File: config.mk
export PLATFORM = sky130hd
export DESIGN_NAME = serial_pattern_tx
export DESIGN_NICKNAME = d
export VERILOG_FILES = /design/src/rtl/serial_pattern_tx.sv
export SDC_FILE = /design/constraint.sdc
export NUM_CORES = 1
export LEC_CHECK = 0
export CAP_MARGIN = 20
export CORE_MARGIN = 3
export CORE_UTILIZATION = 39
export CTS_BUF_LIST = sky130_fd_sc_hd__clkbuf_8
export DETAILED_ROUTE_END_ITERATION = 6
export GPL_ROUTABILITY_DRIVEN = 0
export SYNTH_ARGS = -nofsm -noshare
export SYNTH_HDL_FRONTEND = slang
export SYNTH_SLANG_ARGS = --single-unit
File: constraint.sdc
create_clock -name clk -period 3.4 [get_ports clk]
set_input_delay 0.51 -clock clk [delete_from_list [all_inputs] [get_ports clk]]
set_output_delay 0.51 -clock clk [all_outputs]
set_load 0.05 [all_outputs]
File: src/rtl/serial_pattern_tx.sv
// serial_pattern_tx: shifts a loaded pattern out MSB-first on x, with
// optional repetitions separated by GAP idle cycles.
module serial_pattern_tx #(
    parameter int WIDTH = 16,
    parameter int LEN_W = 5,
    parameter int GAP   = 1
) (
    input  logic             clk,
    input  logic             rst_n,
    input  logic             load,
    input  logic [WIDTH-1:0] data,
    input  logic [LEN_W-1:0] len,
    input  logic [7:0]       reps,
    input  logic             start,
    output logic             x,
    output logic             valid,
    output logic             busy,
    output logic             done
);
    localparam logic [1:0] S_IDLE = 2'd0, S_SEND = 2'd1, S_GAP = 2'd2, S_DONE = 2'd3;
    localparam int GW = (GAP > 1) ? $clog2(GAP) : 1;
    localparam logic [GW-1:0] GAP_INIT = GW'((GAP > 0) ? GAP - 1 : 0);
    localparam logic [LEN_W-1:0] ONE = LEN_W'(1);

    logic [1:0]       state;
    logic [WIDTH-1:0] pat;
    logic [LEN_W-1:0] plen, idx;
    logic [7:0]       preps, rem;
    logic [GW-1:0]    gcnt;

    function automatic logic bit_at(input logic [WIDTH-1:0] p, input logic [LEN_W-1:0] i);
        return |(p & ({{(WIDTH-1){1'b0}}, 1'b1} << i));
    endfunction

    logic [LEN_W-1:0] len_c, e_len;
    logic [WIDTH-1:0] e_pat;
    logic [7:0]       e_reps;
    logic             first, last_rep;

    // A same-cycle load+start must transmit the freshly presented values.
    always_comb begin
        len_c    = (len > LEN_W'(WIDTH)) ? LEN_W'(WIDTH) : len;
        e_len    = load ? len_c : plen;
        e_pat    = load ? data : pat;
        e_reps   = load ? reps : preps;
        first    = bit_at(pat, plen - ONE);
        last_rep = rem <= 8'd1;
    end

    always_ff @(posedge clk or negedge rst_n) begin
        if (!rst_n) begin
            state <= S_IDLE;
            pat   <= '0;
            plen  <= '0;
            preps <= '0;
            idx   <= '0;
            rem   <= '0;
            gcnt  <= '0;
            x     <= 1'b0;
            valid <= 1'b0;
            busy  <= 1'b0;
            done  <= 1'b0;
        end else begin
            case (state)
                S_IDLE: begin
                    if (load) begin
                        pat   <= data;
                        plen  <= len_c;
                        preps <= reps;
                    end
                    if (start && e_len != '0) begin
                        state <= S_SEND;
                        idx   <= e_len - ONE;
                        rem   <= (e_reps == 8'd0) ? 8'd1 : e_reps;
                        x     <= bit_at(e_pat, e_len - ONE);
                        valid <= 1'b1;
                        busy  <= 1'b1;
                    end
                end
                S_SEND: begin
                    if (idx != '0) begin
                        idx <= idx - ONE;
                        x   <= bit_at(pat, idx - ONE);
                    end else if (!last_rep) begin
                        rem <= rem - 8'd1;
                        if (GAP > 0) begin
                            state <= S_GAP;
                            gcnt  <= GAP_INIT;
                            x     <= 1'b0;
                            valid <= 1'b0;
                        end else begin
                            idx <= plen - ONE;
                            x   <= first;
                        end
                    end else begin
                        rem   <= rem - 8'd1;
                        state <= S_DONE;
                        x     <= 1'b0;
                        valid <= 1'b0;
                        busy  <= 1'b0;
                        done  <= 1'b1;
                    end
                end
                S_GAP: begin
                    if (gcnt == '0) begin
                        state <= S_SEND;
                        idx   <= plen - ONE;
                        x     <= first;
                        valid <= 1'b1;
                    end else begin
                        gcnt <= gcnt - GW'(1);
                    end
                end
                default: begin
                    done  <= 1'b0;
                    state <= S_IDLE;
                end
            endcase
        end
    end
endmodule

### Clock routing, run 1

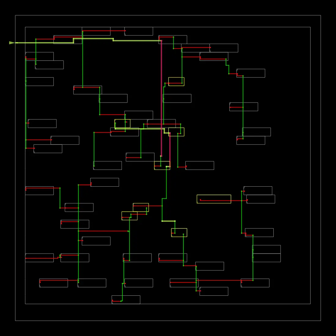
Clk. pwr: 0.000466 W
Seq Cell Count: 48
CTS Sinks: 48

### Close-up of the layout, run 1

Region (30, 30) to (70, 70) um. Cells in grey, sequential cells in the stronger grey; small squares are vias.
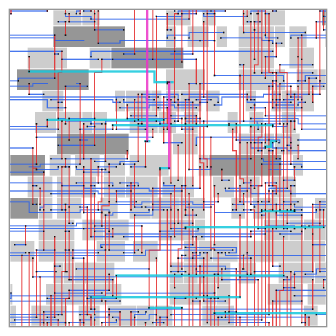
colour	layer
red	met2
cyan	met3
blue	met1
magenta	met4
sequential cells in the window	5
most frequent	ha_1 (12), nand2_1 (10), o21ai_0 (10)
cells with their middle in the window	116
netlist names of flops here include	plen (2), rem (2)

### M3 wires, run 1

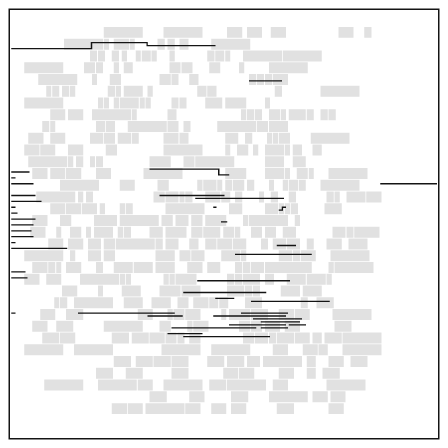
wire length on this layer	420 um
main direction	horizontal
final WL: 8.39 mm
GRT met3 Usage: 0.0276
via count: 2,781

==> deck_impl_summary.md, run 1 <==
Flow Results at a Glance

Status
  – Status: finished, final reports clean

Floorplanning
  – N_taps: 105
  – Die Ht: 99.0 um
  – Pre-Place Util: 0.407
  – I/O pins: 37
  – DIE WIDTH: 99.0 um
  – Core ar.: 8300 um^2
  – # rows: 33

Finish
  – Final Net Count: 441
  – Fin cells: 493
  – Biggest regs: pat: 16 flops, preps: 8 flops, rem: 8 flops
  – Final core occ: 0.480
  – Biggest area consumer among cell classes: multi-input combinational cells
  – Combinational gates: 268
  – Synth-to-Final Area Change: 18.1%
  – Fill count: 802
  – Register area: 1200 um^2
  – Clock Buffer Count: 7
  – Top Layout Cells: 48 x dfrtp_1, 35 x clkdlybuf4s50_1, 30 x mux2_2, 29 x nand2_1, 23 x a21oi_1
  – Largest reg by FF count: pat
  – Final non-clock buffer share: 0.112
  – Largest register FFs: 16
  – Share of layout cells above drive strength 1: 0.162
  – Combinational share of cell area: 0.507

Logic synthesis
  – Floorplan Nets: 402
  – Yosys top cell area share: 0.356
  – Synth Cell Area: 3370 um^2
  – Synth Seq Share: 0.356
  – Main flop type after synthesis: dfrtp_1
  – Ys async rst share: 1.00
  – Mux area share: 0.156
  – Number of enable flip-flop cells: 0
  – Flops after synth: 48
  – Distinct lib cells used: 61
  – Adder share: 0.0779
  – Syn Inst Count: 348
  – Top logic family: AND-OR/OR-AND gates
  – Syn Area/Cell: 9.70 um^2
  – Area contributors post-synth: dfrtp_1 36%, mux2_2 10%, ha_1 7.8%
  – Simple share: 0.155
  – AND-OR/OR-AND Cells, Area Fraction: 0.184
  – YS chip area: 3370 um^2
  – Synth warnings: 0
  – Yosys Instances: 348

Worst setup path
  – Critical path endpoint: x
  – Family with the most delay on the worst path: AND-OR/OR-AND gates
  – Setup CP Type: in2reg
  – Crit. End Element: flip-flop
  – Crit path DAT: 3.03 ns
  – Crit path max fanout: 5
  – R2R depth: 9
  – Worst path depth: 10
  – Internal reg-to-reg setup slack: 0.74 ns
  – Worst path max stage delay: 0.54 ns
  – CP startpoint kind: input port
  – Crit path DRT: 3.58 ns
  – Worst Path Buf+Inv: 1
  – Worst path slowest cell: clkdlybuf4s50_1

Detailed routing
  – Met3 routed WL: 419 um
  – Via/cell ratio: 5.64
  – Iteration-0 DRC Markers: 139
  – Post-route DRC: 0
  – Metal2 WL: 3.89 mm
  – Routed Antenna Nets: 0
  – WL/cell: 17.0 um
  – Highest Signal Layer: met4

Power and ir drop
  – Leakage: 1.71 nW
  – Max IR drop VDD: 348 uV
  – Total power: 0.00376 W
  – Switching Fraction: 0.445
  – Comb power frac: 0.569
  – Pwr dens: 944 nW/um^2
  – Sequential Power Share: 0.307
  – Combinational power: 0.00214 W
  – Psw: 0.00167 W
  – Biggest consumer: combinational cells

Place
  – Placed insts: 485
  – Port Buf Inserts: 36
  – HPWL Detailed: 6.42 mm
  – Placed inst area: 3860 um^2
  – Setup WS pre-CTS: 0.236 ns

Job
  – Tool warnings: 42
  – Maxcap violations: 0

STA
  – Tcrit/Tclk final: 0.837
  – Fin Setup TNS: 0 ns
  – Achievable Freq: 351 MHz
  – Final hold vios: 0
  – Slew @ Worst Pin: 0.696 ns
  – Final min period: 2.85 ns
  – Final setup vio count: 0
  – Max-slew violation count: 0
  – Rel. slew slack: 0.535
  – WHS: 0.231 ns
  – RSZ-0062 raised after global routing: no

GRT
  – GRT Max-Usage Layer: met2
  – Met2 Use GR: 0.285
  – First-pass GRT wire length: 14.3 mm
  – Total gr overflow: 0
  – Initial antenna violation count: 0

CTS
  – Post-CTS setup repair buffer count: 0
  – Cts bufs inserted: 5
  – Worst skew pair latency: 0.31 ns
  – TritonCTS clock tree: done
  – Maximum clock insertion buffer count: 2
  – Hold-fix buffers at CTS: 0
  – Reg clk slew, reported paths: 0.09 ns
  – Post-CTS sizing: 0
==> run 2, diff against run 1 <==
clock period = 2.7 ns   (was 3.4 ns; I/O delays follow)
### M3 wires, run 2

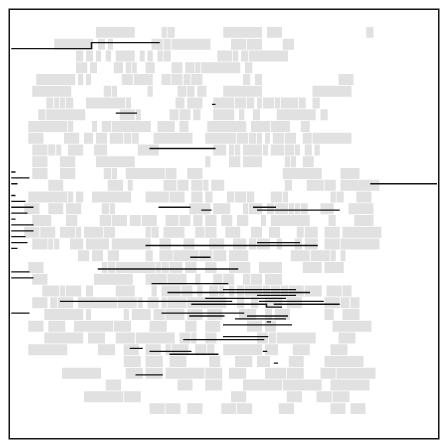
longest straight run	39.6 um
share of all routed wire	6.2%
nets with wire on the layer	43
wire length on this layer	545 um
main direction	horizontal

### Clock wires, drivers and flops, run 2

Scale bar: 20 um.
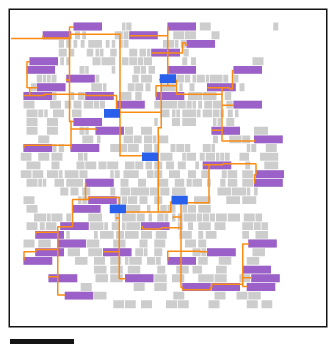
[blue] cells driving clock nets | count: 5
[purple] flip-flops | count: 48
[orange] clock wires | length: 678 um
routed clock nets	6
flops lie	all over the die

==> run 2 against run 1 <==
  * Total power increased by 29%
  * Critical path type unchanged
  * Area after synthesis unchanged
  * Critical path depth unchanged
  * Utilization increased by 1.5 points
  * Worst hold slack got worse by 0.16 ns
  * Clock-buffer cell count decreased by 1
  * Flip-flop count unchanged
  * Critical endpoint unchanged
  * Final cell count increased by 3.2%
  * Register-to-register slack got worse by 0.47 ns
  * Clock skew decreased by 0.0038 ns
  * Wire length increased by 4.3%
==> deck_impl_summary.md, run 2 <==
Flow Results at a Glance

CTS
  – Worst skew pair latency: 0.31 ns (about the same)
  – Hold-fix buffers at CTS: 0 (unchanged)
  – CTS Sinks: 48 (unchanged)
  – Reg clk slew, reported paths: 0.09 ns (about the same)
  – Post-CTS sizing: 0 (unchanged)
  – Post-CTS setup repair buffer count: 0 (unchanged)
  – TritonCTS clock tree: done
  – Maximum clock insertion buffer count: 2 (unchanged)
  – Cts bufs inserted: 5 (unchanged)

Detailed routing
  – Routed Antenna Nets: 0 (unchanged)
  – Via/cell ratio: 5.70 (+1.0%)
  – Iteration-0 DRC Markers: 161 (+16%)
  – Met3 routed WL: 544 um (+30%)
  – Highest Signal Layer: met4
  – Metal2 WL: 4.00 mm (+2.9%)
  – Post-route DRC: 0 (unchanged)

Worst setup path
  – CP startpoint kind: input port
  – Worst Path Buf+Inv: 2 (+1)
  – Critical path endpoint: x
  – Worst path max stage delay: 0.45 ns (-0.09 ns)
  – Family with the most delay on the worst path: AND-OR/OR-AND gates
  – R2R depth: 9 (unchanged)
  – Crit path DRT: 2.89 ns (-0.69 ns)
  – Worst path slowest cell: clkdlybuf4s50_1
  – Setup CP Type: in2reg
  – Crit path DAT: 2.73 ns (-0.30 ns)
  – Worst path depth: 10 (unchanged)
  – Crit path max fanout: 8 (+3)
  – Reg2reg start: idx[0]

STA
  – Slew @ Worst Pin: 0.718 ns (+0.0217 ns)
  – Final setup vio count: 0 (unchanged)
  – Tcrit/Tclk final: 0.939
  – RSZ-0062 raised after global routing: no
  – WHS: 0.0676 ns (-0.164 ns)
  – Rel. slew slack: 0.520 (-0.0145)
  – Fin Setup TNS: 0 ns (unchanged)
  – Achievable Freq: 394 MHz
  – Max-slew violation count: 0 (unchanged)
  – Skew final: 0.00851 ns
  – Final min period: 2.54 ns
  – Final hold vios: 0 (unchanged)

GRT
  – GRT Max-Usage Layer: met2
  – Initial antenna violation count: 0 (unchanged)
  – Met2 Use GR: 0.283 (-0.00155)
  – Total gr overflow: 0 (unchanged)
  – GRT met3 Usage: 0.0403 (+0.0127)
  – First-pass GRT wire length: 14.7 mm (+2.9%)

Floorplanning
  – # rows: 33 (unchanged)
  – N_taps: 105 (unchanged)
  – Pre-Place Util: 0.407 (unchanged)
  – I/O pins: 37 (unchanged)
  – Core ar.: 8300 um^2 (unchanged)
  – Die Ht: 99.0 um (unchanged)
  – DIE WIDTH: 99.0 um (unchanged)

Power and ir drop
  – Sequential Power Share: 0.299 (-0.008)
  – Biggest consumer: combinational cells
  – Switching Fraction: 0.449 (+0.00381)
  – Leakage: 1.80 nW (+5.2%)
  – Comb power frac: 0.609 (+0.040)
  – Combinational power: 0.00295 W (+38%)
  – Pwr dens: 1180 nW/um^2 (+25%)
  – Total power: 0.00485 W (+29%)
  – Max IR drop VDD: 408 uV (+17%)
  – Psw: 0.00218 W (+30%)
  – Clk. pwr: 0.000449 W (-4%)

Logic synthesis
  – Top logic family: AND-OR/OR-AND gates
  – Main flop type after synthesis: dfrtp_1
  – Most frequent cell after synthesis: dfrtp_1
  – Number of enable flip-flop cells: 0 (unchanged)
  – Syn Area/Cell: 9.70 um^2 (unchanged)
  – Synth Cell Area: 3370 um^2 (unchanged)
  – Adder share: 0.0779 (unchanged)
  – Simple share: 0.155 (unchanged)
  – Yosys top cell area share: 0.356 (unchanged)
  – Floorplan Nets: 402 (unchanged)
  – Synth Seq Share: 0.356 (unchanged)
  – Distinct lib cells used: 61 (unchanged)
  – Mux area share: 0.156 (unchanged)
  – Ys async rst share: 1.00 (unchanged)
  – Yosys Instances: 348 (unchanged)
  – Area contributors post-synth: dfrtp_1 36%, mux2_2 10%, ha_1 7.8%
  – YS chip area: 3370 um^2 (unchanged)
  – AND-OR/OR-AND Cells, Area Fraction: 0.184 (unchanged)
  – Flops after synth: 48 (unchanged)
  – Syn Inst Count: 348 (unchanged)

Finish
  – Fill count: 761 (-5.1%)
  – Largest reg by FF count: pat
  – Top Layout Cells: 48 x dfrtp_1, 34 x clkdlybuf4s50_1, 30 x mux2_2, 29 x nand2_1, 27 x buf_4
  – Clock buf/inv share: 0.0219
  – Combinational gates: 268 (unchanged)
  – Register area: 1200 um^2 (unchanged)
  – Sequential cell area share: 0.293
  – Synth-to-Final Area Change: 21.7%
  – Final non-clock buffer share: 0.141 (+0.0296)
  – Fin cells: 509 (+3.2%)
  – Final Net Count: 457 (+3.6%)
  – Clock Buffer Count: 6 (-1)
  – Seq Cell Count: 48 (unchanged)
  – Largest register FFs: 16 (unchanged)
  – Biggest regs: pat: 16 flops, preps: 8 flops, rem: 8 flops
  – Share of layout cells above drive strength 1: 0.200 (+0.0381)
  – Biggest area consumer among cell classes: multi-input combinational cells
  – Combinational share of cell area: 0.498 (-0.00935)

Place
  – Setup WS pre-CTS: -0.268 ns (-0.503 ns)
  – Placed insts: 501 (+3.3%)
  – Port Buf Inserts: 36 (unchanged)
  – HPWL Detailed: 6.70 mm (+4.5%)
  – Placed inst area: 3990 um^2 (+3.4%)

Status
  – Status: finished, final reports clean

Job
  – Tool warnings: 42 (unchanged)
  – Maxcap violations: 0 (unchanged)
### Signal metal coverage by tile, run 2

Scale bar: 20 um. The die is cut into 20 by 20 equal tiles; white is low, dark blue is high, scaled to the fullest tile. Values are wire area over tile area, all layers added.
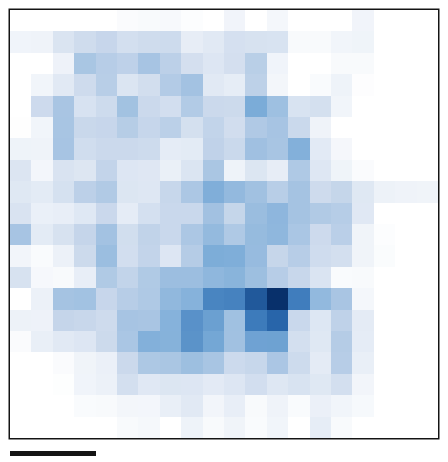
nearly empty tiles	24%
emptiest ninth of the die	upper right
tiles over half the peak	3.3%
mean over tiles	0.14
WL/cell: 17.2 um
final WL: 8.76 mm
GRT Total Usage: 0.184
via count: 2,900

==> run 3, diff against run 2 <==
TNS_END_PERCENT = 5   (was not set)
### Clock routing, run 3

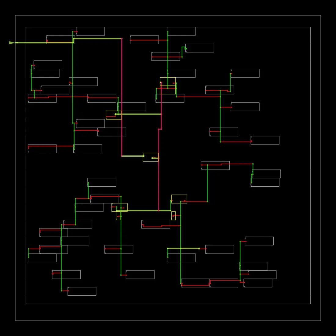
cts bufs inserted: 5
worst skew pair latency: 0.31 ns
skew final: 0.00851 ns
Clock Buffer Count: 6
Clk. pwr: 0.000449 W

### M3 wires, run 3

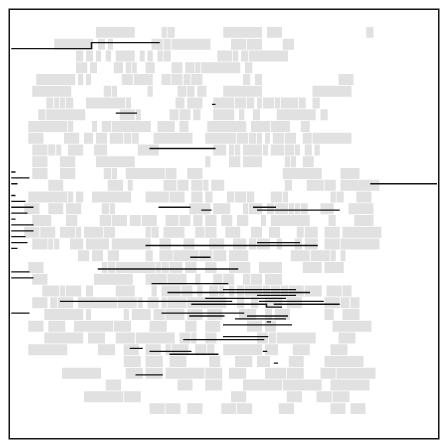
longest straight run	39.6 um
nets with wire on the layer	43

### Close-up of the layout, run 3

Region (30, 30) to (70, 70) um. Cells in grey, sequential cells in the stronger grey; small squares are vias.
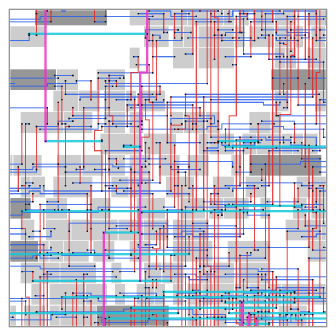
colour	layer
red	met2
cyan	met3
blue	met1
magenta	met4
cells with their middle in the window	126
most frequent	buf_4 (16), inv_1 (10), nand2_1 (10)
sequential cells in the window	5

==> run 3 against run 2 <==
  * Synthesized cell count did not move
  * Worst hold slack is the same
  * Clock power about the same
  * Via count stayed put
  * Sequential power is essentially flat
  * Die size is the same
  * Highest routed layer unchanged
  * Critical path type unchanged
==> deck_impl_summary.md, run 3 <==
Flow Results at a Glance

Status
  – Status: finished, final reports clean

Power and ir drop
  – Pwr dens: 1180 nW/um^2 (unchanged)
  – Combinational power: 0.00295 W (about the same)
  – Biggest consumer: combinational cells
  – Total power: 0.00485 W (unchanged)
  – Sequential Power Share: 0.299 (about the same)
  – Switching Fraction: 0.449 (unchanged)
  – Leakage: 1.80 nW (unchanged)
  – Clock Power Share: 0.093
  – Max IR drop VDD: 408 uV (unchanged)
  – Psw: 0.00218 W (unchanged)
  – Comb power frac: 0.609 (about the same)

Logic synthesis
  – Number of enable flip-flop cells: 0 (unchanged)
  – Distinct lib cells used: 61 (unchanged)
  – Syn Inst Count: 348 (unchanged)
  – Flops after synth: 48 (unchanged)
  – AND-OR/OR-AND Cells, Area Fraction: 0.184 (unchanged)
  – Floorplan Nets: 402 (unchanged)
  – Area contributors post-synth: dfrtp_1 36%, mux2_2 10%, ha_1 7.8%
  – Ys async rst share: 1.00 (unchanged)
  – Synth Cell Area: 3370 um^2 (unchanged)
  – Mux area share: 0.156 (unchanged)
  – Simple share: 0.155 (unchanged)
  – Synth Seq Share: 0.356 (unchanged)
  – Adder share: 0.0779 (unchanged)
  – Top logic family: AND-OR/OR-AND gates
  – Main flop type after synthesis: dfrtp_1
  – YS chip area: 3370 um^2 (unchanged)
  – Yosys Instances: 348 (unchanged)
  – Yosys top cell area share: 0.356 (unchanged)

Finish
  – Clock buf/inv share: 0.0219 (unchanged)
  – Largest reg by FF count: pat
  – Share of layout cells above drive strength 1: 0.200 (unchanged)
  – Register area: 1200 um^2 (unchanged)
  – Largest register FFs: 16 (unchanged)
  – Sequential cell area share: 0.293 (unchanged)
  – Fin cells: 509 (unchanged)
  – Final Net Count: 457 (unchanged)
  – Fill count: 761 (unchanged)
  – Combinational share of cell area: 0.498 (unchanged)
  – Combinational gates: 268 (unchanged)
  – Top Layout Cells: 48 x dfrtp_1, 34 x clkdlybuf4s50_1, 30 x mux2_2, 29 x nand2_1, 27 x buf_4
  – Biggest regs: pat: 16 flops, preps: 8 flops, rem: 8 flops

STA
  – Fin Setup TNS: 0 ns (unchanged)
  – Rel. slew slack: 0.520 (unchanged)
  – RSZ-0062 raised after global routing: no
  – Achievable Freq: 394 MHz (unchanged)
  – Tcrit/Tclk final: 0.939 (unchanged)
  – Final hold vios: 0 (unchanged)
  – Final setup vio count: 0 (unchanged)
  – Max-slew violation count: 0 (unchanged)
  – WHS: 0.0676 ns (unchanged)
  – Slew @ Worst Pin: 0.718 ns (unchanged)

Floorplanning
  – Core ar.: 8300 um^2 (unchanged)
  – Die Ht: 99.0 um (unchanged)
  – # rows: 33 (unchanged)
  – Pre-Place Util: 0.407 (unchanged)
  – I/O pins: 37 (unchanged)
  – DIE WIDTH: 99.0 um (unchanged)
  – N_taps: 105 (unchanged)

Detailed routing
  – Highest Signal Layer: met4
  – WL/cell: 17.2 um (unchanged)
  – Routed Antenna Nets: 0 (unchanged)
  – Metal2 WL: 4.00 mm (unchanged)
  – Iteration-0 DRC Markers: 161 (unchanged)
  – Via/cell ratio: 5.70 (unchanged)

Worst setup path
  – Worst path depth: 10 (unchanged)
  – Critical path endpoint: x
  – R2R depth: 9 (unchanged)
  – Reg2reg start: idx[0]
  – Crit path max fanout: 8 (unchanged)
  – Family with the most delay on the worst path: AND-OR/OR-AND gates
  – Worst path slowest cell: clkdlybuf4s50_1
  – Setup CP Type: in2reg

GRT
  – First-pass GRT wire length: 14.7 mm (unchanged)
  – GRT met3 Usage: 0.0403 (unchanged)
  – Initial antenna violation count: 0 (unchanged)
  – GRT Total Usage: 0.184 (unchanged)
  – Total gr overflow: 0 (unchanged)
  – Met2 Use GR: 0.283 (unchanged)
  – GRT Max-Usage Layer: met2

CTS
  – TritonCTS clock tree: done
  – Maximum clock insertion buffer count: 2 (unchanged)
  – Reg clk slew, reported paths: 0.09 ns (about the same)
  – CTS Sinks: 48 (unchanged)
  – Hold-fix buffers at CTS: 0 (unchanged)
  – Post-CTS sizing: 0 (unchanged)
  – Post-CTS setup repair buffer count: 0 (unchanged)

Place
  – Placed inst area: 3990 um^2 (unchanged)
  – Port Buf Inserts: 36 (unchanged)

Job
  – Maxcap violations: 0 (unchanged)
  – Tool warnings: 42 (unchanged)
Power is estimated from default activity; no workload was simulated.
